## config.mk

```make
export PLATFORM = sky130hd
export DESIGN_NAME = qupls_rb_encode_seq
export DESIGN_NICKNAME = d
export VERILOG_FILES = /design/src/rtl/qupls_rb_encode_seq_pkg.sv /design/src/rtl/qupls_encode_rb_field.sv /design/src/rtl/qupls_rb_encode_seq.sv
export SDC_FILE = /design/constraint.sdc
export NUM_CORES = 1
export LEC_CHECK = 0
export CAP_MARGIN = 15
export CORE_MARGIN = 2
export CORE_UTILIZATION = 40
export CTS_BUF_LIST = sky130_fd_sc_hd__clkbuf_8 sky130_fd_sc_hd__clkbuf_16
export DETAILED_ROUTE_END_ITERATION = 10
export PLACE_DENSITY_LB_ADDON = 0.25
export SETUP_SLACK_MARGIN = 0.1
export SYNTH_ARGS = -nofsm -noshare
export SYNTH_HDL_FRONTEND = slang
export SYNTH_HIERARCHICAL = 1
export SYNTH_SLANG_ARGS = --single-unit
```

## constraint.sdc

```tcl
create_clock -name clk_i -period 1.9 [get_ports clk_i]
set_input_delay 0.38 -clock clk_i [delete_from_list [all_inputs] [get_ports clk_i]]
set_output_delay 0.38 -clock clk_i [all_outputs]
set_load 0.02 [all_outputs]
```

## src/rtl/qupls_rb_encode_seq_pkg.sv

```systemverilog
// QuplsPkg: shared types and constants for the Rb-field encode sequencer.
//   instruction_t : instruction word carried through the sequencer
//   aregno_t      : architectural register number; bit 6 is the extension bit
//   RB_LSB/RB_MSB : position of the 6-bit Rb field inside instruction_t
//   seq_state_e   : sequencer FSM states
package QuplsPkg;

    typedef logic [39:0] instruction_t;
    typedef logic [6:0]  aregno_t;

    localparam int unsigned RB_LSB = 19;
    localparam int unsigned RB_MSB = 24;

    typedef enum logic [1:0] {
        IDLE = 2'd0,
        EMIT = 2'd1,
        DONE = 2'd2
    } seq_state_e;

endpackage

```

## src/rtl/qupls_encode_rb_field.sv

```systemverilog
// qupls_encode_rb_field: combinational Rb field insertion, the inverse of the
// Rb field decode. The low six register bits land in [RB_MSB:RB_LSB]; bit 6
// travels separately as the register-extension flag.
//   instr_i : template instruction
//   rb_i    : register number to insert
//   instr_o : template with the Rb field replaced
//   regx_o  : bit 6 of rb_i
module qupls_encode_rb_field
    import QuplsPkg::*;
(
    input  instruction_t instr_i,
    input  aregno_t      rb_i,
    output instruction_t instr_o,
    output logic         regx_o
);

    always_comb begin
        instr_o                = instr_i;
        instr_o[RB_MSB:RB_LSB] = rb_i[5:0];
        regx_o                 = rb_i[6];
    end

endmodule

```

## src/rtl/qupls_rb_encode_seq.sv

```systemverilog
// qupls_rb_encode_seq: expands one request into a sequence of instructions,
// each a copy of the template with the Rb field set to a stepping register
// number (incrementing or decrementing, modulo 128).
//   clk_i, rst_i        : clock, synchronous active-high reset
//   flush_i             : abort the current sequence, no done pulse
//   req_valid_i/ready_o : request handshake (template, first Rb, count, dir)
//   out_valid_o/ready_i : output handshake (instr, regx, last)
//   done_o              : one-cycle pulse after the final output handshake
// Optional build macro QUPLS_RB_SEQ_SKIP_R0_EN: register 0 is skipped with a
// bubble cycle and does not consume count.
module qupls_rb_encode_seq
    import QuplsPkg::*;
#(
    parameter int unsigned MAXCNT = 8
) (
    input  logic                         clk_i,
    input  logic                         rst_i,
    input  logic                         flush_i,
    input  logic                         req_valid_i,
    output logic                         req_ready_o,
    input  instruction_t                 req_instr_i,
    input  aregno_t                      req_rb_i,
    input  logic [$clog2(MAXCNT+1)-1:0]  req_cnt_i,
    input  logic                         req_down_i,
    output logic                         out_valid_o,
    input  logic                         out_ready_i,
    output instruction_t                 out_instr_o,
    output logic                         out_regx_o,
    output logic                         out_last_o,
    output logic                         done_o
);

    localparam int unsigned CW = $clog2(MAXCNT + 1);

    seq_state_e   state, state_nxt;
    instruction_t tmpl, tmpl_nxt;
    aregno_t      cur_rb, rb_nxt;
    logic [CW-1:0] cnt, cnt_nxt;
    logic         down, down_nxt;
    logic         skip_r0;
    aregno_t      rb_step;

`ifdef QUPLS_RB_SEQ_SKIP_R0_EN
    assign skip_r0 = (cur_rb == '0);
`else
    assign skip_r0 = 1'b0;
`endif

    // 7-bit arithmetic wraps 127->0 and 0->127 on its own.
    assign rb_step = down ? cur_rb - 7'd1 : cur_rb + 7'd1;

    qupls_encode_rb_field u_enc (
        .instr_i (tmpl),
        .rb_i    (cur_rb),
        .instr_o (out_instr_o),
        .regx_o  (out_regx_o)
    );

    assign req_ready_o = (state == IDLE) && !rst_i;
    assign out_valid_o = (state == EMIT) && !skip_r0;
    assign out_last_o  = out_valid_o && (cnt == CW'(1));
    assign done_o      = (state == DONE);

    always_comb begin
        state_nxt = state;
        tmpl_nxt  = tmpl;
        rb_nxt    = cur_rb;
        cnt_nxt   = cnt;
        down_nxt  = down;
        case (state)
            IDLE: begin
                if (req_valid_i) begin
                    if (req_cnt_i == '0) begin
                        state_nxt = DONE;
                    end else begin
                        tmpl_nxt  = req_instr_i;
                        rb_nxt    = req_rb_i;
                        down_nxt  = req_down_i;
                        cnt_nxt   = (req_cnt_i > CW'(MAXCNT)) ? CW'(MAXCNT) : req_cnt_i;
                        state_nxt = EMIT;
                    end
                end
            end
            EMIT: begin
                if (skip_r0) begin
                    // Bubble: advance past register 0 without touching count.
                    rb_nxt = rb_step;
                end else if (out_ready_i) begin
                    rb_nxt  = rb_step;
                    cnt_nxt = cnt - CW'(1);
                    if (cnt == CW'(1)) begin
                        state_nxt = DONE;
                    end
                end
            end
            DONE: begin
                state_nxt = IDLE;
            end
            default: begin
                state_nxt = IDLE;
            end
        endcase
        // Flush overrides everything, including a same-cycle request.
        if (flush_i) begin
            state_nxt = IDLE;
            tmpl_nxt  = tmpl;
            rb_nxt    = cur_rb;
            down_nxt  = down;
            cnt_nxt   = '0;
        end
    end

    always_ff @(posedge clk_i) begin
        if (rst_i) begin
            state  <= IDLE;
            tmpl   <= '0;
            cur_rb <= '0;
            cnt    <= '0;
            down   <= 1'b0;
        end else begin
            state  <= state_nxt;
            tmpl   <= tmpl_nxt;
            cur_rb <= rb_nxt;
            cnt    <= cnt_nxt;
            down   <= down_nxt;
        end
    end

endmodule

```

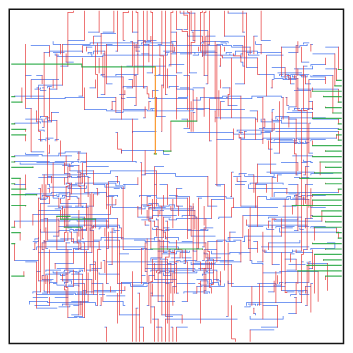
Figure 1: signal wires by layer.
Drawn at 4 px/um.
| color | layer | wire length |
|---|---|---|
| blue | M1 | 2630 um |
| red | M2 | 2770 um |
| green | M3 | 292 um |
| orange | M4 | 21.8 um |
overall routing resource usage: 16.4%
overall via count from detail_route: 2203
DRT Wirelength: 5.71 mm
wire length per cell after detailed routing: 12.5 um

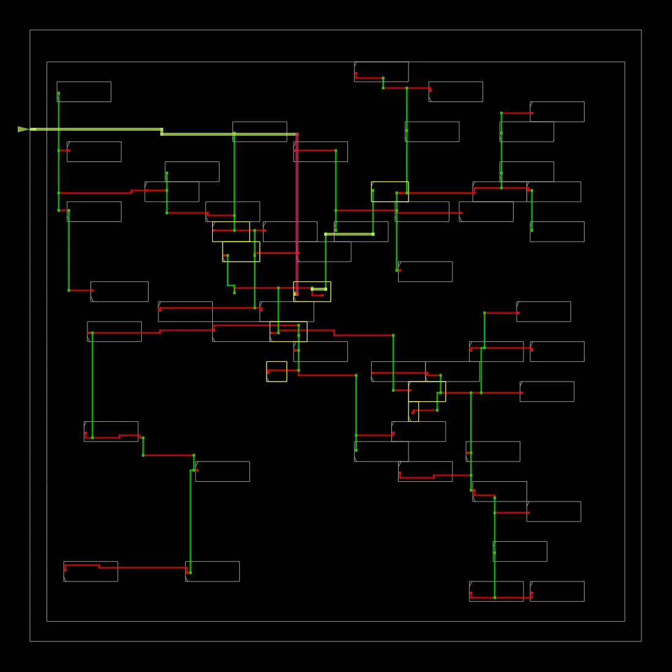
Figure 2: the clock network.
clk_buf instances: 6
count of sequential standard cells: 48

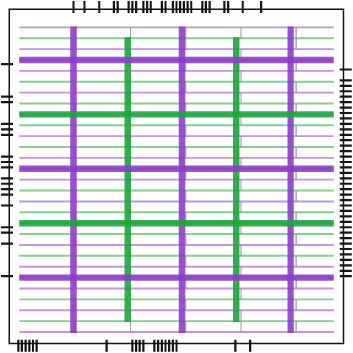
Figure 3: power grid.
Drawn at 4 px/um. Pins as bars on the die edge. Tap cells in gray.
| color | net |
|---|---|
| green | VDD |
| purple | VSS |
met4 straps: 5
met1 rails: 29
met5 straps: 5
rows: 28
die span in x: 83.2 um
Peak VDD IR: 0.364 mV
area of the placeable core: 5990 um^2
vertical die dimension: 83.2 um

-- path summary, 6_finish.rpt --
| check | start | end | slack, ps | cells past startpoint |
|---|---|---|---|---|
| worst min register to register | tmpl[26]$_SDFFE_PP0P_ | tmpl[26]$_SDFFE_PP0P_ | 460 | 2 |
| worst min-delay path | tmpl[26]$_SDFFE_PP0P_ | tmpl[26]$_SDFFE_PP0P_ | 460 | 2 |
| worst max register to register | state[1]$_SDFFE_PP0P_ | cur_rb[0]$_SDFFE_PP0P_ | 230 | 7 |
| worst max-delay path | cur_rb[4]$_SDFFE_PP0P_ | out_instr_o[23] | 160 | 1 |
-- timing repair --
| action | in CTS | in global routing |
|---|---|---|
| setup endpoints to repair | 46 | 6 |
| resized | 12 | 6 |
| gates cloned | 1 | 0 |
| hold endpoints to repair | 0 | 0 |
| hold buffers | 0 | 0 |
| pin swaps | 5 | 2 |
-- cells in the final DEF (no fill, tap or decap), types with 2 or more instances in the layout --
cell type and n:
sky130_fd_sc_hd__nor2_1 14, sky130_fd_sc_hd__a21oi_1 43, sky130_fd_sc_hd__nor3b_1 4, sky130_fd_sc_hd__nand2b_1 3, sky130_fd_sc_hd__ha_1 6, sky130_fd_sc_hd__dfxtp_1 46
sky130_fd_sc_hd__clkbuf_8 6, sky130_fd_sc_hd__dlygate4sd2_1 7, sky130_fd_sc_hd__nand2_1 79, sky130_fd_sc_hd__nor2b_1 2, sky130_fd_sc_hd__o21ai_0 7, sky130_fd_sc_hd__a211oi_1 7
sky130_fd_sc_hd__buf_4 15, sky130_fd_sc_hd__buf_12 3, sky130_fd_sc_hd__and2_1 2, sky130_fd_sc_hd__inv_1 9, sky130_fd_sc_hd__clkdlybuf4s50_1 86, sky130_fd_sc_hd__nor3_1 4
sky130_fd_sc_hd__a21o_1 2, sky130_fd_sc_hd__o21ai_1 2, sky130_fd_sc_hd__dfxtp_2 2
-- per-layer routing --
metal / wire length [um] / vias up / global-route usage, %
li1: - / 1142 / -
met1: 2630 / 991 / 19.9
met2: 2770 / 68 / 28.8
met3: 291 / 2 / 4.77
met4: 21 / 0 / 3.58
met5: 0 / - / 0
-- power by group --
group	switching, mW	internal, mW
Sequential	0.0311	1.06
Clock	0.330	0.291
Combinational	0.245	0.277
-- stage by stage --
| stage | instance area, um^2 | setup TNS, ps | util, % |
|---|---|---|---|
| after floorplan | 2510 | 0 | - |
| after global placement | 3340 | -9270 | 55.7 |
| after detailed placement | 3340 | -11260 | 55.7 |
| after CTS | 3440 | 0 | 57.4 |
| after global routing | 3450 | 0 | 57.6 |
| final | 3450 | 0 | 57.6 |
-- sequential cells by signal (all words and copies together) (netlist names) --
name	cells
state	2
tmpl	34
cnt	4
cur_rb	7
down	1
-- cell type report --
cell class	instances	area, um^2	share of cell area [%]
clock buffers	6	82.6	2.39
well taps	75	93.8	2.72
flip-flops and latches	48	963	27.9
multi-input cells	202	1150	33.3
repair buffers	114	1120	32.4
clock inverters	2	11.3	0.326
inverters	9	33.8	0.979
==> notes.md <==
Implementation numbers.

- The period utilization reads 91.5%.
- The area added between synthesis and finish reads 37.4%.
- The category of the worst setup path capture point reads an output port.
- Per the CTS log, the root buffer master is sky130_fd_sc_hd__clkbuf_8.
- The number of standard cells after synthesis is between 300 and 400.
- Clock tree synthesis found a total of between 40 and 50 sinks.
- The level count of the clock H-tree reads 2.
- For this design the static power due to leakage is 1.28 nW.
- Setup repair after global routing could not meet its margin everywhere.
- The first-pass GRT wire length reads 9.59 mm.
- The total number of placement rows is 28.
- The maximum single-stage delay on the critical path reads 640 ps.
- The clock edge transition at the registers on the reported setup and hold paths is 90 ps.
- Once layout is complete, the cells apart from fillers number between 400 and 500.
- The final number of max-transition violations is 0.
- The fill cell instance count of the final layout reads 547.
- Hold-check failures listed in the final report amount to 0.
- The flow ran to the end, and the final reports show no timing, DRC or antenna violations.
- The average footprint of a synthesized cell reads 7.87 um^2.
- The pre-placement core utilization reads 41.9%.
- For this run, the number of Yosys warnings is 6.
- The worst slew margin relative to its limit is 61.8%.
- Per the post-route antenna check, the number of violating nets is 0.
- The number of warnings in the stage logs is 35.
- The net count after synthesis reads 384.
- The count of endpoints failing setup in the final report is 0.
- The worst hold slack reads 455 ps.
- In this design, the largest share of critical-path delay is due to buffers and inverters.
- The number of DRC markers after the initial detailed-route iteration is 73.
- The TritonCTS clock tree is built.
- Dividing the detail-routed via count by the number of cells gives 4.83.
- STA classifies the critical path startpoint as a flip-flop.
- According to the floorplan report, the total die area is 6920 um^2.
- Post-CTS timing repair inserted 0 buffers for setup.
- The first-pass iteration count of the detailed router reads 4.
- The largest net degree at the start of global routing is 47.
- The total placed cells including tap cells is 447.
- Max fanout on the critical path was recorded as 3.
- At the pin with the least slew margin, the transition time is 568 ps.
- The count of antenna diodes in the layout reads 0.
- The slowest cell on the critical path reads sky130_fd_sc_hd__clkdlybuf4s50_1.
- The HPWL after detailed placement reads 3.99 mm.
- Clock latency on the worst-skew pair, taken at its later pin, is 300 ps.
- The post-synth design cell area is 2510 um^2.
- The signal on the critical path passes through clkdlybuf4s50_1.
- The required time at the worst-slack endpoint is 1520 ps.
- The critical path in this run is classified as reg2out.
- The worst hold-check path type is reg2reg.
- The total chip power reads 2.23 mW.
- The endpoint arrival time on the critical path is 1360 ps.
- The buffer-and-inverter tally for the worst setup path is 1.
- The maximum achievable frequency is ~0.58 GHz.
- In this run the deepest clock path goes through 2 buffers.
- The initial antenna violation count reads 0.
- Buffers inserted during clock tree synthesis total 5.
- Across the routed clock network, the largest skew measured is 9.69 ps.
- The clock period could shrink to 1740 ps.
- In the final design database the tool counted 445 nets.
- The share of final-layout standard cells stronger than drive strength 1 reads a little under an eighth.
- The number of remaining DRC errors reads 0.
- The number of global-route vias before repair is about 2100.
- The floorplan report gives the top-level pin count as 102.
- The power density normalized to cell area is 646 nW/um^2.
- Port buffering added 95 buffers.
- The post-placement setup slack is -305 ps.
- The tool flagged a number of max-cap violations equal to 0.
- The minimum setup slack in the final design is 162 ps.
- The global route total overflow is 0.
- The placer congestion estimate reads 0.765.
Power and IR drop assume default switching activity.
